[config.mk]
export PLATFORM = sky130hd
export DESIGN_NAME = align_sched_flat
export DESIGN_NICKNAME = d
export VERILOG_FILES = /design/src/rtl/align_sched_if.sv /design/src/rtl/align_sched.sv /design/src/flat_wrapper.sv
export SDC_FILE = /design/constraint.sdc
export NUM_CORES = 1
export LEC_CHECK = 0
export ABC_AREA = 1
export CORE_MARGIN = 2
export CORE_UTILIZATION = 35
export DETAILED_ROUTE_END_ITERATION = 8
export PLACE_DENSITY = 0.59
export SYNTH_ARGS = -nofsm -noshare
export SYNTH_HDL_FRONTEND = slang
export SYNTH_SLANG_ARGS = --single-unit
[constraint.sdc]
create_clock -name clk -period 7.05 [get_ports clk]
set_input_delay 0.705 -clock clk [delete_from_list [all_inputs] [get_ports clk]]
set_output_delay 0.705 -clock clk [all_outputs]
set_load 0.02 [all_outputs]
[src/rtl/align_sched_if.sv]
// align_sched_if
//   Handshake and bus bundle between the alignment scheduler and its neighbours
//   (read-ingest requesters, index builder, seed-lookup engine, result sink).
//   Ports (signal bundle):
//     ref_load/ref_data      new reference pulse and bases
//     ref_out                latched reference to the datapath
//     build_start/build_done index builder handshake
//     index_valid            index is built and current
//     req_valid/req_read     per-requester read available / packed reads
//     req_ready              one-hot grant
//     eng_start/eng_read     lookup start pulse and read under lookup
//     eng_abort              lookup cancel pulse
//     eng_done/eng_hit/eng_index lookup completion and result
//     res_valid/res_id/res_hit/res_index/res_ready tagged result handshake
//   Modports: slave = scheduler side, master = environment side.
interface align_sched_if #(
  parameter int NUM_REQ = 4,
  parameter int ID_W    = 2,
  parameter int READ_W  = 16,
  parameter int REF_W   = 100,
  parameter int IDX_W   = 8
);
  logic                      ref_load;
  logic [REF_W-1:0]          ref_data;
  logic [REF_W-1:0]          ref_out;
  logic                      build_start;
  logic                      build_done;
  logic                      index_valid;
  logic [NUM_REQ-1:0]        req_valid;
  logic [NUM_REQ*READ_W-1:0] req_read;
  logic [NUM_REQ-1:0]        req_ready;
  logic                      eng_start;
  logic [READ_W-1:0]         eng_read;
  logic                      eng_abort;
  logic                      eng_done;
  logic                      eng_hit;
  logic [IDX_W-1:0]          eng_index;
  logic                      res_valid;
  logic [ID_W-1:0]           res_id;
  logic                      res_hit;
  logic [IDX_W-1:0]          res_index;
  logic                      res_ready;

  modport slave (
    input  ref_load, ref_data, build_done, req_valid, req_read,
           eng_done, eng_hit, eng_index, res_ready,
    output ref_out, build_start, index_valid, req_ready, eng_start,
           eng_read, eng_abort, res_valid, res_id, res_hit, res_index
  );

  modport master (
    output ref_load, ref_data, build_done, req_valid, req_read,
           eng_done, eng_hit, eng_index, res_ready,
    input  ref_out, build_start, index_valid, req_ready, eng_start,
           eng_read, eng_abort, res_valid, res_id, res_hit, res_index
  );
endinterface

[src/rtl/align_sched.sv]
// align_sched
//   Sequences the short-read alignment datapath: a new reference triggers a
//   seed-index build, then the single seed-lookup engine is shared among
//   NUM_REQ requesters with round-robin arbitration. Results come back tagged
//   with the requester ID.
//   Ports:
//     clk    single clock, posedge
//     reset  asynchronous, active-high; clears all state
//     bus    align_sched_if.slave bundle (reference load, index build,
//            request/grant, lookup engine, tagged result)
//   Optional feature macro: ALIGN_SCHED_TIMEOUT_EN
//     defined   -> lookup watchdog of TIMEOUT cycles, eng_abort on expiry and
//                  a miss result (res_hit=0, res_index=all ones)
//     undefined -> LOOKUP waits indefinitely, eng_abort tied to 0
module align_sched #(
  parameter int NUM_REQ = 4,
  parameter int ID_W    = 2,
  parameter int READ_W  = 16,
  parameter int REF_W   = 100,
  parameter int IDX_W   = 8,
  parameter int TIMEOUT = 64
) (
  input  logic             clk,
  input  logic             reset,
  align_sched_if.slave     bus
);

  // The round-robin pointer wraps naturally only when NUM_REQ is a power of two.
  if (NUM_REQ != (1 << ID_W) || TIMEOUT < 1) begin : g_bad_cfg
    $error("align_sched: NUM_REQ must equal 2**ID_W and TIMEOUT must be positive");
  end

  typedef enum logic [2:0] {
    S_IDLE,
    S_BUILD,
    S_READY,
    S_GRANT,
    S_LOOKUP,
    S_RESP
  } state_t;

  state_t            r_state;
  logic [REF_W-1:0]  r_ref_out;
  logic [REF_W-1:0]  r_ref_pend_data;
  logic              r_ref_pend;
  logic              r_build_start;
  logic              r_index_valid;
  logic [ID_W-1:0]   r_rr_ptr;
  logic [ID_W-1:0]   r_id;
  logic              r_eng_start;
  logic [READ_W-1:0] r_eng_read;
  logic              r_res_valid;
  logic              r_res_hit;
  logic [IDX_W-1:0]  r_res_index;

  logic               w_found;
  logic [ID_W-1:0]    w_gnt_id;
  logic [ID_W-1:0]    w_idx;
  logic [NUM_REQ-1:0] w_gnt_oh;
  logic [READ_W-1:0]  w_gnt_read;
  logic               w_timeout;

  // Round-robin search from r_rr_ptr, evaluated on the live req_valid so a
  // requester that withdraws before the grant cycle is simply not granted.
  always_comb begin
    w_found  = 1'b0;
    w_gnt_id = '0;
    w_idx    = '0;
    for (int i = 0; i < NUM_REQ; i++) begin
      w_idx = r_rr_ptr + ID_W'(i);
      if (!w_found && bus.req_valid[w_idx]) begin
        w_found  = 1'b1;
        w_gnt_id = w_idx;
      end
    end
  end

  always_comb begin
    w_gnt_read = '0;
    for (int r = 0; r < NUM_REQ; r++) begin
      if (ID_W'(r) == w_gnt_id) begin
        w_gnt_read = bus.req_read[r*READ_W +: READ_W];
      end
    end
  end

  assign w_gnt_oh = w_found ? ({{(NUM_REQ-1){1'b0}}, 1'b1} << w_gnt_id) : '0;

`ifdef ALIGN_SCHED_TIMEOUT_EN
  localparam int CNT_W = $clog2(TIMEOUT + 1);

  // r_cnt holds the 1-based index of the current LOOKUP cycle.
  logic [CNT_W-1:0] r_cnt;

  always_ff @(posedge clk or posedge reset) begin
    if (reset) begin
      r_cnt <= '0;
    end else if (r_state == S_GRANT && w_found) begin
      r_cnt <= CNT_W'(1);
    end else if (r_state == S_LOOKUP) begin
      r_cnt <= r_cnt + CNT_W'(1);
    end
  end

  // A coincident eng_done wins over the watchdog.
  assign w_timeout     = (r_state == S_LOOKUP) && (r_cnt == CNT_W'(TIMEOUT)) && !bus.eng_done;
  assign bus.eng_abort = w_timeout;
`else
  assign w_timeout     = 1'b0;
  assign bus.eng_abort = 1'b0;
`endif

  always_ff @(posedge clk or posedge reset) begin
    if (reset) begin
      r_state         <= S_IDLE;
      r_ref_out       <= '0;
      r_ref_pend_data <= '0;
      r_ref_pend      <= 1'b0;
      r_build_start   <= 1'b0;
      r_index_valid   <= 1'b0;
      r_rr_ptr        <= '0;
      r_id            <= '0;
      r_eng_start     <= 1'b0;
      r_eng_read      <= '0;
      r_res_valid     <= 1'b0;
      r_res_hit       <= 1'b0;
      r_res_index     <= '0;
    end else begin
      r_build_start <= 1'b0;
      r_eng_start   <= 1'b0;
      unique case (r_state)
        S_IDLE: begin
          if (bus.ref_load) begin
            r_ref_out     <= bus.ref_data;
            r_build_start <= 1'b1;
            r_state       <= S_BUILD;
          end
        end

        S_BUILD: begin
          // A fresh reference supersedes any build_done for the old one.
          if (bus.ref_load) begin
            r_ref_out     <= bus.ref_data;
            r_build_start <= 1'b1;
          end else if (bus.build_done) begin
            r_index_valid <= 1'b1;
            r_state       <= S_READY;
          end
        end

        S_READY: begin
          if (bus.ref_load || r_ref_pend) begin
            r_ref_out     <= bus.ref_load ? bus.ref_data : r_ref_pend_data;
            r_ref_pend    <= 1'b0;
            r_build_start <= 1'b1;
            r_index_valid <= 1'b0;
            r_state       <= S_BUILD;
          end else if (|bus.req_valid) begin
            r_state <= S_GRANT;
          end
        end

        S_GRANT: begin
          if (bus.ref_load) begin
            r_ref_pend      <= 1'b1;
            r_ref_pend_data <= bus.ref_data;
          end
          if (w_found) begin
            r_id        <= w_gnt_id;
            r_eng_read  <= w_gnt_read;
            r_rr_ptr    <= w_gnt_id + 1'b1;
            r_eng_start <= 1'b1;
            r_state     <= S_LOOKUP;
          end else begin
            r_state <= S_READY;
          end
        end

        S_LOOKUP: begin
          // Reference changes are deferred so the in-flight lookup sees a
          // stable ref_out; the newest one is kept.
          if (bus.ref_load) begin
            r_ref_pend      <= 1'b1;
            r_ref_pend_data <= bus.ref_data;
          end
          if (bus.eng_done) begin
            r_res_hit   <= bus.eng_hit;
            r_res_index <= bus.eng_index;
            r_res_valid <= 1'b1;
            r_state     <= S_RESP;
          end else if (w_timeout) begin
            r_res_hit   <= 1'b0;
            r_res_index <= '1;
            r_res_valid <= 1'b1;
            r_state     <= S_RESP;
          end
        end

        S_RESP: begin
          if (bus.res_ready) begin
            r_res_valid <= 1'b0;
            if (bus.ref_load || r_ref_pend) begin
              r_ref_out     <= bus.ref_load ? bus.ref_data : r_ref_pend_data;
              r_ref_pend    <= 1'b0;
              r_build_start <= 1'b1;
              r_index_valid <= 1'b0;
              r_state       <= S_BUILD;
            end else begin
              r_state <= S_READY;
            end
          end else if (bus.ref_load) begin
            r_ref_pend      <= 1'b1;
            r_ref_pend_data <= bus.ref_data;
          end
        end

        default: r_state <= S_IDLE;
      endcase
    end
  end

  assign bus.ref_out     = r_ref_out;
  assign bus.build_start = r_build_start;
  assign bus.index_valid = r_index_valid;
  assign bus.req_ready   = (r_state == S_GRANT) ? w_gnt_oh : '0;
  assign bus.eng_start   = r_eng_start;
  assign bus.eng_read    = r_eng_read;
  assign bus.res_valid   = r_res_valid;
  assign bus.res_id      = r_id;
  assign bus.res_hit     = r_res_hit;
  assign bus.res_index   = r_res_index;

endmodule

[src/flat_wrapper.sv]
// flat-port wrapper written by rule: the top's interface ports become plain ports
module align_sched_flat 
#(
  parameter int NUM_REQ = 4,
  parameter int ID_W    = 2,
  parameter int READ_W  = 16,
  parameter int REF_W   = 100,
  parameter int IDX_W   = 8,
  parameter int TIMEOUT = 64
)
  (clk, reset, bus_ref_load, bus_ref_data, bus_build_done, bus_req_valid, bus_req_read, bus_eng_done, bus_eng_hit, bus_eng_index, bus_res_ready, bus_ref_out, bus_build_start, bus_index_valid, bus_req_ready, bus_eng_start, bus_eng_read, bus_eng_abort, bus_res_valid, bus_res_id, bus_res_hit, bus_res_index);
  align_sched_if #(.NUM_REQ(NUM_REQ), .ID_W(ID_W), .READ_W(READ_W), .REF_W(REF_W), .IDX_W(IDX_W)) bus_i ();
  input  logic clk;
  input  logic reset;
  input wire logic [$bits(bus_i.ref_load)-1:0] bus_ref_load;
  input wire logic [$bits(bus_i.ref_data)-1:0] bus_ref_data;
  input wire logic [$bits(bus_i.build_done)-1:0] bus_build_done;
  input wire logic [$bits(bus_i.req_valid)-1:0] bus_req_valid;
  input wire logic [$bits(bus_i.req_read)-1:0] bus_req_read;
  input wire logic [$bits(bus_i.eng_done)-1:0] bus_eng_done;
  input wire logic [$bits(bus_i.eng_hit)-1:0] bus_eng_hit;
  input wire logic [$bits(bus_i.eng_index)-1:0] bus_eng_index;
  input wire logic [$bits(bus_i.res_ready)-1:0] bus_res_ready;
  output wire logic [$bits(bus_i.ref_out)-1:0] bus_ref_out;
  output wire logic [$bits(bus_i.build_start)-1:0] bus_build_start;
  output wire logic [$bits(bus_i.index_valid)-1:0] bus_index_valid;
  output wire logic [$bits(bus_i.req_ready)-1:0] bus_req_ready;
  output wire logic [$bits(bus_i.eng_start)-1:0] bus_eng_start;
  output wire logic [$bits(bus_i.eng_read)-1:0] bus_eng_read;
  output wire logic [$bits(bus_i.eng_abort)-1:0] bus_eng_abort;
  output wire logic [$bits(bus_i.res_valid)-1:0] bus_res_valid;
  output wire logic [$bits(bus_i.res_id)-1:0] bus_res_id;
  output wire logic [$bits(bus_i.res_hit)-1:0] bus_res_hit;
  output wire logic [$bits(bus_i.res_index)-1:0] bus_res_index;
  assign bus_i.ref_load = bus_ref_load;
  assign bus_i.ref_data = bus_ref_data;
  assign bus_i.build_done = bus_build_done;
  assign bus_i.req_valid = bus_req_valid;
  assign bus_i.req_read = bus_req_read;
  assign bus_i.eng_done = bus_eng_done;
  assign bus_i.eng_hit = bus_eng_hit;
  assign bus_i.eng_index = bus_eng_index;
  assign bus_i.res_ready = bus_res_ready;
  assign bus_ref_out = bus_i.ref_out;
  assign bus_build_start = bus_i.build_start;
  assign bus_index_valid = bus_i.index_valid;
  assign bus_req_ready = bus_i.req_ready;
  assign bus_eng_start = bus_i.eng_start;
  assign bus_eng_read = bus_i.eng_read;
  assign bus_eng_abort = bus_i.eng_abort;
  assign bus_res_valid = bus_i.res_valid;
  assign bus_res_id = bus_i.res_id;
  assign bus_res_hit = bus_i.res_hit;
  assign bus_res_index = bus_i.res_index;
  align_sched #(.NUM_REQ(NUM_REQ), .ID_W(ID_W), .READ_W(READ_W), .REF_W(REF_W), .IDX_W(IDX_W), .TIMEOUT(TIMEOUT)) u_core (.clk(clk), .reset(reset), .bus(bus_i));
endmodule
==> notes.md <==
yosys + openroad results -> Non-Filler Instances 2217, adder share 0.004191, largest fanout on the critical path 17, CP Buf/Inv Count 4, detailed-router iteration count before antenna repair 5, worst hold-check path type flop to flop, most frequent logic cell in the layout clkdlybuf4s50_1, P_sw 0.003337 W, YS chip area 0.01194 mm^2, crit-path leading delay family buffers and inverters, Cell Pwr Density 489.0 mW/mm^2, Post-Synth Simple-Gate Area 0.1796, CTS buffer count 29, Clock-cell share 0.05771, minimum clock period after layout 4.932 ns, final max-slew violation count 0, Min Hold Slack 0.4868 ns, Main power group combinational logic, r2r worst-path depth 14, Min-Delay Endpoint u_core.bus.ref_out[85], Power Total 0.007888 W, Die Size 0.03562 mm^2, RSZ-0062 raised after global routing false, fraction of layout cells with a size suffix above 1 0.05088, Gate power share 0.522, Setup TNS Final 0 ns, GR peak layer met2, Worst setup startpoint u_core.r_rr_ptr[0], Non-clk invs 127, Design Area, Final 0.01613 mm^2, Synth area leader dfrtp_1, Critical Path Start Type flop, logic area 0.004981 mm^2, Post-Syn Nets 1682, Registers, synthesis 237, Top Layout Cells 316 x clkdlybuf4s50_1, 299 x nand2_1, 237 x dfrtp_1, 228 x nor2_1, 205 x o21ai_0, vias in the first global route 10300, Crit path arrival time 4.23 ns, Setup WS post-layout 2.118 ns, Worst R2R Setup Slack 3.59 ns, vias per cell 4.886, P_clk 0.00143 W, hold path startpoint u_core.bus.ref_out[85], Worst-Margin Slew 1.106 ns, max frequency 202.8 MHz, GRT met3 Usage 0.05234, row count 67, Antenna Nets Post-Route 0, met1 Use GR 0.2575, final period utilization 0.6995, MaxCap Viol Count 0, Mapped Cells 1495, tap cells 448, Internal Pwr Total 0.004551 W, Req. time, crit path 6.34 ns, Layout fillers 3252, Post-CTS Setup Bufs 0, WHS Path Cells 1, GPL Wtd Cong 0.8856, combinational share of cell area 0.3088, Critical R2R Capture u_core.bus.eng_read[3], placed cell area 0.01520 mm^2, Ys Warns 0, result of the run finished, final reports clean, Place WS 2.169 ns, Layout clock buffers 43, clk_lat worst skew 0.55 ns, Comb. pwr 0.00412 W, Net Sw Frac 0.4230, initial antenna violation count 0, Seq share, synth 0.4966, routed length per instance 15.07 um, # nets final 1935, CTS resizes 0, placed cells 2165, worst path cell trace inv_1 -> nand2_1 -> nand2_1 -> nand2_1 -> nand2_1 -> nor2_1 -> nand3_1 -> nand3_1 -> nand2_1 -> inv_1 -> ha_1 -> clkinv_1 -> nor2_1 -> clkdlybuf4s50_1, Critical Path Stages 14, WL met1 15280 um, Slowest cell on crit path clkinv_1, Post-synth area hogs dfrtp_1 50%, nand2_1 9.4%, o21ai_0 8.6%, maximum number of pins on one net before global-route repair 159, first-pass GRT wire length 54520 um, clk sinks 237, leakage 6.865 nW, Setup Crit Path Kind flop to output port, hpwl dp 21500 um, residual DRC count 0, top cells by count 300 x nand2_1, 237 x dfrtp_1, 228 x nor2_1, 205 x o21ai_0, 118 x inv_1
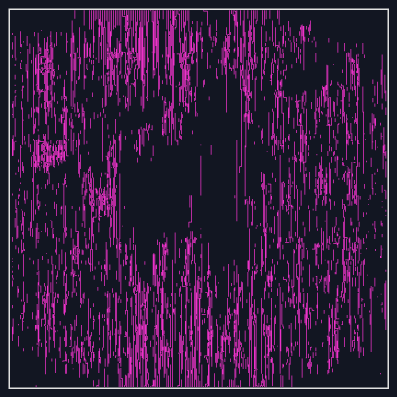
Figure 1: met2 routing.
Drawn at 2 px/um.
The wires run mostly vertical. The longest straight run is 63.4 um. The layer holds 44% of the routed length. 1561 nets have wire on it.
Post-Route WL: 33420 um
M2 GR Usage: 0.2858
DR vias: 10830

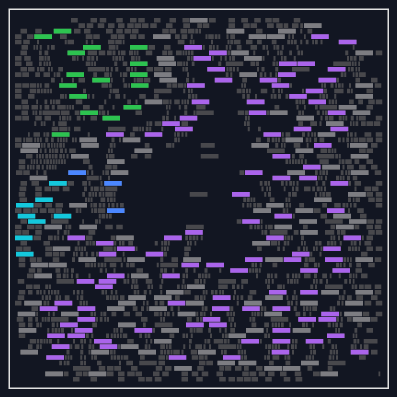
Figure 2: sequential cells grouped by signal name.
Drawn at 2 px/um. Other sequential cells in the stronger gray, the rest of the logic in the fainter gray.
u_core.bus.eng_read: drawn in green, flops 16, where upper left. u_core.bus.res_index: drawn in cyan, flops 8, where middle left. u_core.r_ref_pend_data: drawn in purple, flops 100, where widely spread. u_core.r_state: drawn in blue, flops 3.
Another 110 sequential cells are not colored.
Core Util, Final: 0.4811
flip-flop and latch area: 0.005931 mm^2
Seq. pwr: 0.00234 W
sequential cell area share: 0.3676

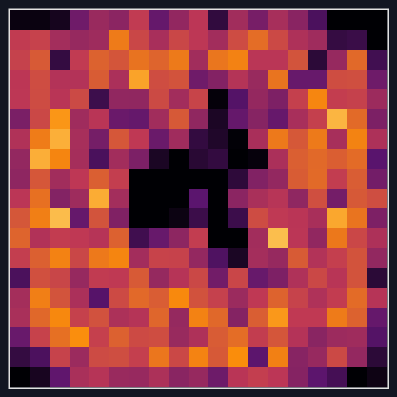
Figure 3: local utilization.
Drawn at 2 px/um. The die is cut into 19 by 19 equal tiles; black is low, pale yellow is high, 0 to 100% covered.
The fullest tile reaches 86%. 6.9% of the tiles are nearly empty. 3.3% of the tiles are over 75% full. The emptiest ninth of the die: center. The mean over all tiles is 44%.
Initial Util: 0.3562
core area: 0.03353 mm^2

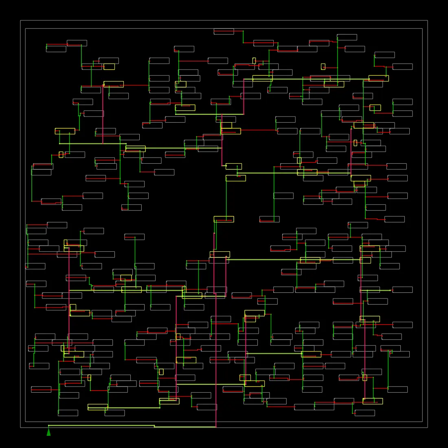
Figure 4: the clock network.
Worst Skew: 0.02405 ns
flop count: 237

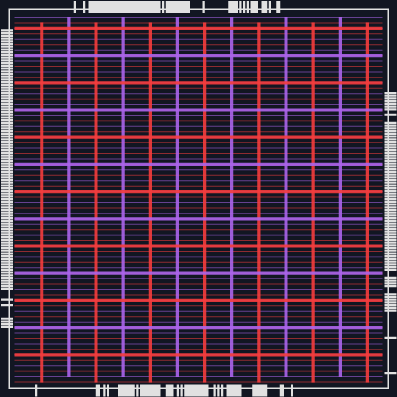
Figure 5: PDN straps and rails.
Drawn at 2 px/um. Pins as bars on the die edge.
VDD: drawn in purple. VSS: drawn in red.
68 met1 rails follow the rows. 13 straps on met5. 319 signal pins sit on the boundary.
Die Span X: 188.7 um
Max IR drop VDD: 226.5 uV
Die H: 188.7 um

Power and IR drop assume default switching activity.
